`config.mk`:
```
export PLATFORM = sky130hd
export DESIGN_NAME = aes_tf_stream_arbiter
export DESIGN_NICKNAME = d
export VERILOG_FILES = /design/src/rtl/aes_uart_pkg.sv /design/src/rtl/aes_tf_stream_arbiter_sat_counter.sv /design/src/rtl/aes_tf_stream_arbiter.sv
export SDC_FILE = /design/constraint.sdc
export NUM_CORES = 1
export LEC_CHECK = 0
export ABC_AREA = 0
export CAP_MARGIN = 10
export CORE_MARGIN = 2
export CORE_UTILIZATION = 35
export CTS_CLUSTER_DIAMETER = 80
export DETAILED_ROUTE_END_ITERATION = 7
export PLACE_DENSITY = 0.72
export SLEW_MARGIN = 30
export SYNTH_ARGS = -nofsm -noshare
export SYNTH_HDL_FRONTEND = slang
export SYNTH_SLANG_ARGS = --single-unit
```
`constraint.sdc`:
```
create_clock -name clk -period 2.6 [get_ports clk]
set_input_delay 0.52 -clock clk [delete_from_list [all_inputs] [get_ports clk]]
set_output_delay 0.52 -clock clk [all_outputs]
set_load 0.02 [all_outputs]
```
`src/rtl/aes_uart_pkg.sv`:
```
// Shared types and constants for the AES/UART stream path.
package aes_uart_pkg;

  typedef enum logic [1:0] {
    IDLE = 2'd0,
    CH0  = 2'd1,
    CH1  = 2'd2
  } arb_state_t;

  localparam logic [1:0] WM_SEL    = 2'b00;
  localparam logic [1:0] WM_CIPHER = 2'b01;
  localparam logic [1:0] WM_SHARED = 2'b10;

  localparam int unsigned DATA_W_DEF = 8;
  localparam int unsigned CNT_W_DEF  = 16;

endpackage

```
`src/rtl/aes_tf_stream_arbiter_sat_counter.sv`:
```
// Saturating up-counter with synchronous clear; clear has priority over increment.
module sat_counter #(
  parameter int unsigned CNT_W = 16
) (
  input  logic             clk,
  input  logic             rst,
  input  logic             inc,
  input  logic             clr,
  output logic [CNT_W-1:0] cnt
);

  always_ff @(posedge clk) begin
    if (rst) begin
      cnt <= '0;
    end else if (clr) begin
      cnt <= '0;
    end else if (inc && (cnt != {CNT_W{1'b1}})) begin
      cnt <= cnt + CNT_W'(1);
    end
  end

endmodule

```
`src/rtl/aes_tf_stream_arbiter.sv`:
```
// Packet-aware round-robin arbiter sharing one AXI-Stream output between the
// cipher stream (s0) and a bypass stream (s1).
module aes_tf_stream_arbiter
  import aes_uart_pkg::*;
#(
  parameter int unsigned DATA_W = DATA_W_DEF,
  parameter int unsigned CNT_W  = CNT_W_DEF
) (
  input  logic              clk,
  input  logic              rst,
  input  logic              en,
  input  logic [1:0]        wm,
  input  logic [DATA_W-1:0] s0_tdata,
  input  logic              s0_tvalid,
  input  logic              s0_tlast,
  output logic              s0_tready,
  input  logic [DATA_W-1:0] s1_tdata,
  input  logic              s1_tvalid,
  input  logic              s1_tlast,
  output logic              s1_tready,
  output logic [DATA_W-1:0] m_tdata,
  output logic              m_tvalid,
  output logic              m_tlast,
  input  logic              m_tready,
  input  logic              cnt_clr,
  output logic [1:0]        grant,
  output logic              busy,
  output logic [CNT_W-1:0]  pkt_cnt0,
  output logic [CNT_W-1:0]  pkt_cnt1
);

  arb_state_t state_q, state_d;
  logic       rr_last_q, rr_last_d;
  logic       shared, elig0, elig1, req0, req1;
  logic       done0, done1;

  // Eligibility only matters in IDLE; mid-packet mode changes are ignored.
  assign shared = (wm & WM_SHARED) == WM_SHARED;
  assign elig0  = (wm == WM_CIPHER) || ((wm == WM_SEL) && en) || shared;
  assign elig1  = ((wm == WM_SEL) && !en) || shared;
  assign req0   = s0_tvalid && elig0;
  assign req1   = s1_tvalid && elig1;

  always_ff @(posedge clk) begin
    if (rst) begin
      state_q   <= IDLE;
      rr_last_q <= 1'b1;
    end else begin
      state_q   <= state_d;
      rr_last_q <= rr_last_d;
    end
  end

  // Grant decided at packet boundaries; granted source passes straight through.
  always_comb begin
    state_d   = state_q;
    rr_last_d = rr_last_q;
    m_tdata   = '0;
    m_tvalid  = 1'b0;
    m_tlast   = 1'b0;
    s0_tready = 1'b0;
    s1_tready = 1'b0;
    grant     = 2'b00;
    busy      = 1'b0;
    done0     = 1'b0;
    done1     = 1'b0;
    case (state_q)
      IDLE: begin
        if (req0 && req1) begin
          state_d = rr_last_q ? CH0 : CH1;
        end else if (req0) begin
          state_d = CH0;
        end else if (req1) begin
          state_d = CH1;
        end
      end
      CH0: begin
        grant     = 2'b01;
        busy      = 1'b1;
        m_tdata   = s0_tdata;
        m_tvalid  = s0_tvalid;
        m_tlast   = s0_tlast;
        s0_tready = m_tready;
        if (s0_tvalid && m_tready && s0_tlast) begin
          done0     = 1'b1;
          state_d   = IDLE;
          rr_last_d = 1'b0;
        end
      end
      CH1: begin
        grant     = 2'b10;
        busy      = 1'b1;
        m_tdata   = s1_tdata;
        m_tvalid  = s1_tvalid;
        m_tlast   = s1_tlast;
        s1_tready = m_tready;
        if (s1_tvalid && m_tready && s1_tlast) begin
          done1     = 1'b1;
          state_d   = IDLE;
          rr_last_d = 1'b1;
        end
      end
      default: state_d = IDLE;
    endcase
  end

  sat_counter #(.CNT_W(CNT_W)) u_cnt0 (
    .clk (clk),
    .rst (rst),
    .inc (done0),
    .clr (cnt_clr),
    .cnt (pkt_cnt0)
  );

  sat_counter #(.CNT_W(CNT_W)) u_cnt1 (
    .clk (clk),
    .rst (rst),
    .inc (done1),
    .clr (cnt_clr),
    .cnt (pkt_cnt1)
  );

endmodule

```
### Clock nets, run 1

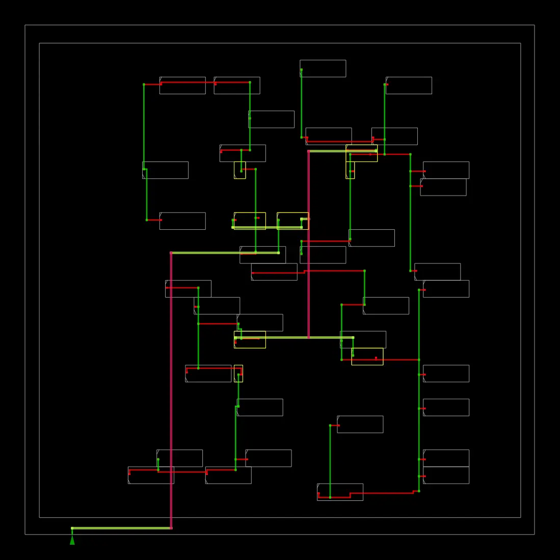
Insertion Delay late pin: 0.29 ns
total CTS buffers: 5

### Signal wires by layer, run 1

Bar = 20 µm. Two of the layers only.
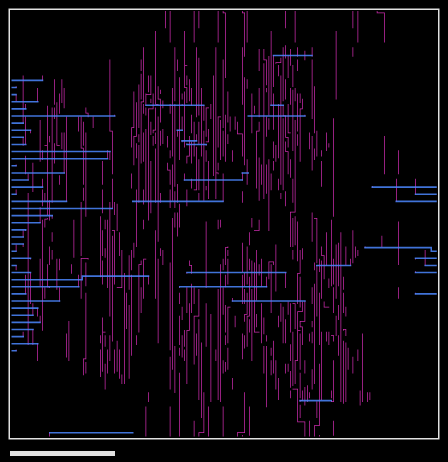
metal 2 -> magenta  # wire length 2880 µm
metal 3 -> blue  # wire length 432 µm
via count: 2396
routed length per placed instance: 14.4 µm
Total Routed Length: 6070 µm
global-route usage over all layers: 18.9%

### Placement by cell class, run 1

Fill, decap, tap and diode cells in gray.
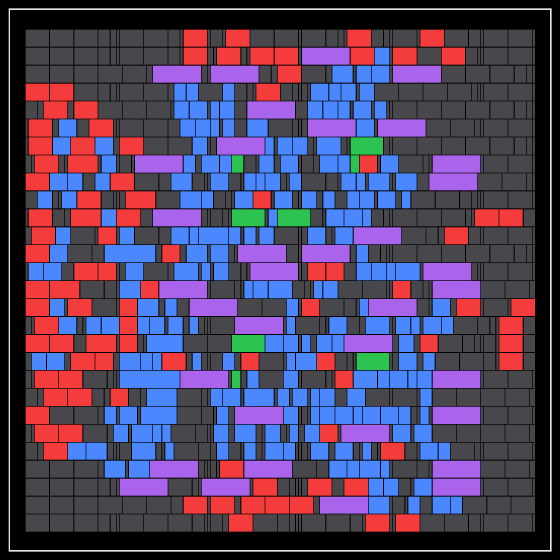
sequential cells -> purple  # cells 35, share of their area 23%
clock drivers and dummy loads -> green  # cells 8, share of their area 2.7%
remaining buffers and delay cells -> red  # cells 93, share of their area 29%
combinational and other logic -> blue  # cells 210, share of their area 45%
share of the core filled with cells: 53.6%
core outline area: 0.00589 mm²

### Sequential cells colored by netlist name, run 1

Bar = 20 µm. Other sequential cells in the stronger gray, the rest of the logic in the fainter gray.
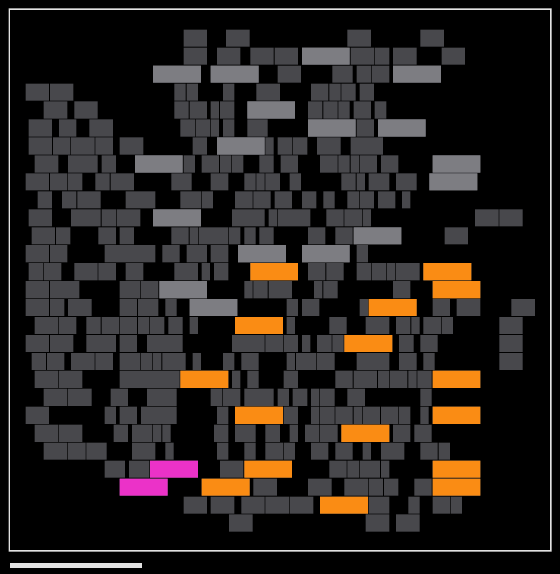
state_q -> magenta  # placed flops 2
u_cnt0.cnt -> orange  # placed flops 16
not colored = 17

==> git commit body, run 1 <==
Record implementation results from latest flow run

* Outcome: finished clean
- Final global-route overflow total: 0
- Clock tree synthesis found a total of 35 sinks.
- Seq/total area: 22.2%
* End of the worst register-to-register path: u_cnt1.cnt[14]$_SDFFE_PP0P_
- Std cell rows: 28
- Based on the critical path, the design can be clocked at up to 399 MHz.
- The top cell types in the final layout, fill and taps aside, are clkdlybuf4s50_1, dfxtp_1, nand2_1, a21oi_1, buf_4.
- Clock distribution area overhead in the final layout: 2.58%
* Power per cell area: 381 mW/mm²
* Yosys-reported design area after synthesis: 0.00212 mm²
- Sequential element share of the synthesized area: 33.1%
* Number of remaining DRC errors: 0
- Per the Yosys statistics, synthesis produced 256 cells.
- Vertical die size: 81.8 µm
* Initial antenna violation count: 0
- Main area contributors after synthesis: dfxtp_1, a21oi_1, or4_1, o31ai_1, a211oi_1
* Most frequent logic cell in the layout: clkdlybuf4s50_1
- Setup repair after global routing could not meet its margin everywhere.
* Max-capacitance violation count: 0
- Summing all multi-input logic gate instances after layout gives 0.00136 mm².
* Flip-flop and latch power: 0.000548 W
- Logic depth of the worst register-to-register path: 6
- OpenSTA lists the critical path startpoint as state_q[1]$_SDFFE_PP0P_.
- Remaining max-slew budget at the tightest pin: 50.5%
- Setup Crit Path Kind: reg2out
- Area fraction in compound gates after synthesis: 26.5%
- After detailed routing, the number of vias per cell comes to 5.69.
- Switching Power: 0.000332 W
- Count of multi-input gates: 203
- Fraction of power spent switching nets: 27.7%
* Most area-hungry cell type in the Yosys netlist: dfxtp_1
* Number of nets at the end of the flow: 378
* Count of mapped cells out of synthesis: 256
* Combinational cell power: 0.000266 W
- Critical path data arrival time: 1.99 ns
- Of the total power, the clock network draws 32.3%.
* Routed length on met2: 2880 µm
- Broken down by cell family, the worst path's largest delay share belongs to buffers and inverters.
- For this run, the script counts the antenna cells in the layout as 0.
- Counting the inverters off the clock network in the layout gives 7.
* Post-CTS Setup Repair Bufs: 0
- Register area: 701 µm²
* Uppermost metal layer occupied by signal nets: met4
- Biggest cell delay along the critical path: 0.61 ns
- According to the floorplan report, the total die area is 0.00669 mm².
* Cell group occupying the most layout area: logic gates
* Post-cts sizing count: 2
- The final report lists a non-filler cell total of 421.
* Yosys cell types: 47
- Per report_power, the top consumer among the power groups is registers.
- In this run the cell area measured after placement is 0.00305 mm².
- Cell internal power was estimated by the tool at 0.000869 W.
- The horizontal die dimension reported for this design is 81.8 µm.
- STA classifies the critical path startpoint as a flop.
- In this run the VDD rail shows a maximum IR drop of 0.230 mV.
- Global Route met1 Usage: 23.0%
* Setup crit end kind: output port
- Worst Hold Endpoint: u_cnt0.cnt[7]$_SDFFE_PP0P_
- Per report_power, the sequential group accounts for 45.6% of the total.
* Biggest registers after layout: u_cnt0.cnt x16, u_cnt1.cnt x16, state_q x2
- The mapped netlist covers 0.00212 mm².
==> run 2, diff against run 1 <==
Settings changed: CORE_MARGIN 2 to 5.
### Clock nets, run 2

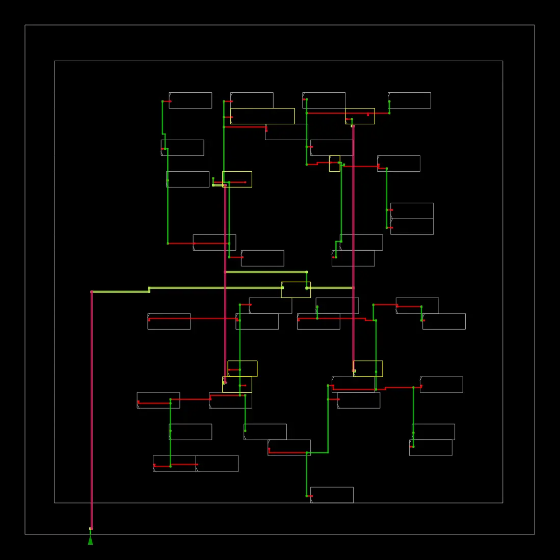
number of clock sinks: 35
Clock group: 0.000519 W

==> git commit body, run 2 <==
Record implementation results from latest flow run

* Count of mapped cells out of synthesis: 256 (unchanged)
- Outcome: finished clean
- Most frequent cells in the layout: clkdlybuf4s50_1, dfxtp_1, nand2_1, a21oi_1, buf_4
- Power per cell area: 421 mW/mm² (+11%)
- Seq/total area: 22.3% (+0.062 points)
- End of the worst register-to-register path: u_cnt1.cnt[14]$_SDFFE_PP0P_
- The flip-flop and latch power is 0.000547 W (about the same).
- The fraction of power spent switching nets came to 25.6% (-2.1 points).
- Remaining max-slew budget at the tightest pin: 54.2% (+3.7 points)
- Netlist Area Pre-Place: 0.00212 mm² (unchanged)
* Share of the core filled with cells: 53.5% (-0.15 points)
- Logic depth of the worst register-to-register path: 6 (unchanged)
- Post-cts sizing count: 2 (unchanged)
* Filler-free cell count of the finished design: 415 (-1.4%)
- Part of the power in registers: 41.3% (-4.3 points)
- Among all cell classes, the greatest summed area belongs to logic gates.
- The part of the total power dissipated in the clock network is 39.1% (+6.8 points).
* Total internal power: 0.000987 W (+14%)
* Yosys-reported design area after synthesis: 0.00212 mm² (unchanged)
- Global-route usage over all layers: 17.1% (-1.8 points)
* Average via count per standard cell: 5.74 (+0.94%)
- The total cells reported by yosys after synthesis came to 256 (unchanged).
- Insertion Delay late pin: 0.30 ns (about the same)
* Switching Power: 0.000339 W (+2.1%)
* Area of the die: 0.00771 mm² (+15%)
* Antenna fix cells: 0 (unchanged)
- Register area: 701 µm² (unchanged)
* Setup Crit Path Kind: in2out
- The total setup buffers inserted after CTS is 0 (unchanged).
- The max-cap check violation count is 0 (unchanged).
* Area fraction in compound gates after synthesis: 26.5% (unchanged)
- The initial antenna violation count was 0 (unchanged).
- The total number of vias is 2384 (-0.50%).
* Main area contributors after synthesis: dfxtp_1, a21oi_1, or4_1, o31ai_1, a211oi_1
* Number of ordinary inverters in the final layout: 7 (unchanged)
* Unrepaired setup endpoints after global routing: no
* Count of multi-input gates: 203 (unchanged)
- Number of nets at the end of the flow: 372 (-1.6%)
* Routed length per placed instance: 15.2 µm (+5.2%)
* Number of remaining DRC errors: 0 (unchanged)
- After detailed routing, no signal wire sits above met4.
- In the power breakdown, the biggest contributor is registers.
- Startpoint of the most critical setup path: m_tready
* Achievable Freq: 400 MHz (+0.42%)
* Biggest cell delay along the critical path: 0.62 ns (about the same)
- Routed length on met2: 3040 µm (+5.6%)
- The worst voltage drop across the vdd grid is 0.291 mV (+26%).
* Setup crit end kind: output port
- Vertical die size: 87.8 µm (+7.3%)
* Most area-hungry cell type in the Yosys netlist: dfxtp_1
- The number of core rows was 28 (unchanged).
- The worst setup path is launched from an input pin.
- Combinational gate area: 0.00135 mm² (-0.74%)
- Horizontal die dimension: 87.8 µm (+7.3%)
- The number of buffers created by CTS came to 5 (unchanged).
* DP Area: 0.00300 mm² (-1.5%)
- Core outline area: 0.00589 mm² (unchanged)
### Signal wires by layer, run 2

Bar = 20 µm. Two of the layers only.
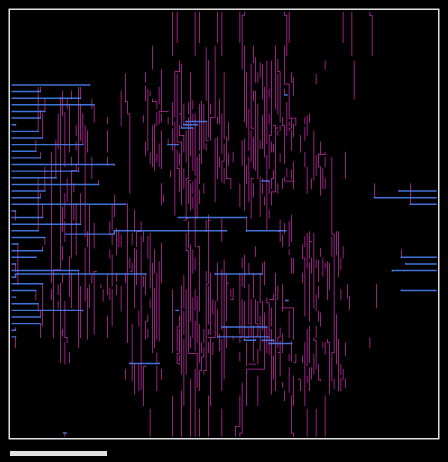
metal 3 -> blue  # wire length 500 µm
metal 2 -> magenta  # wire length 3040 µm

Power figures rest on the tool's default switching activity, not on a simulated workload.
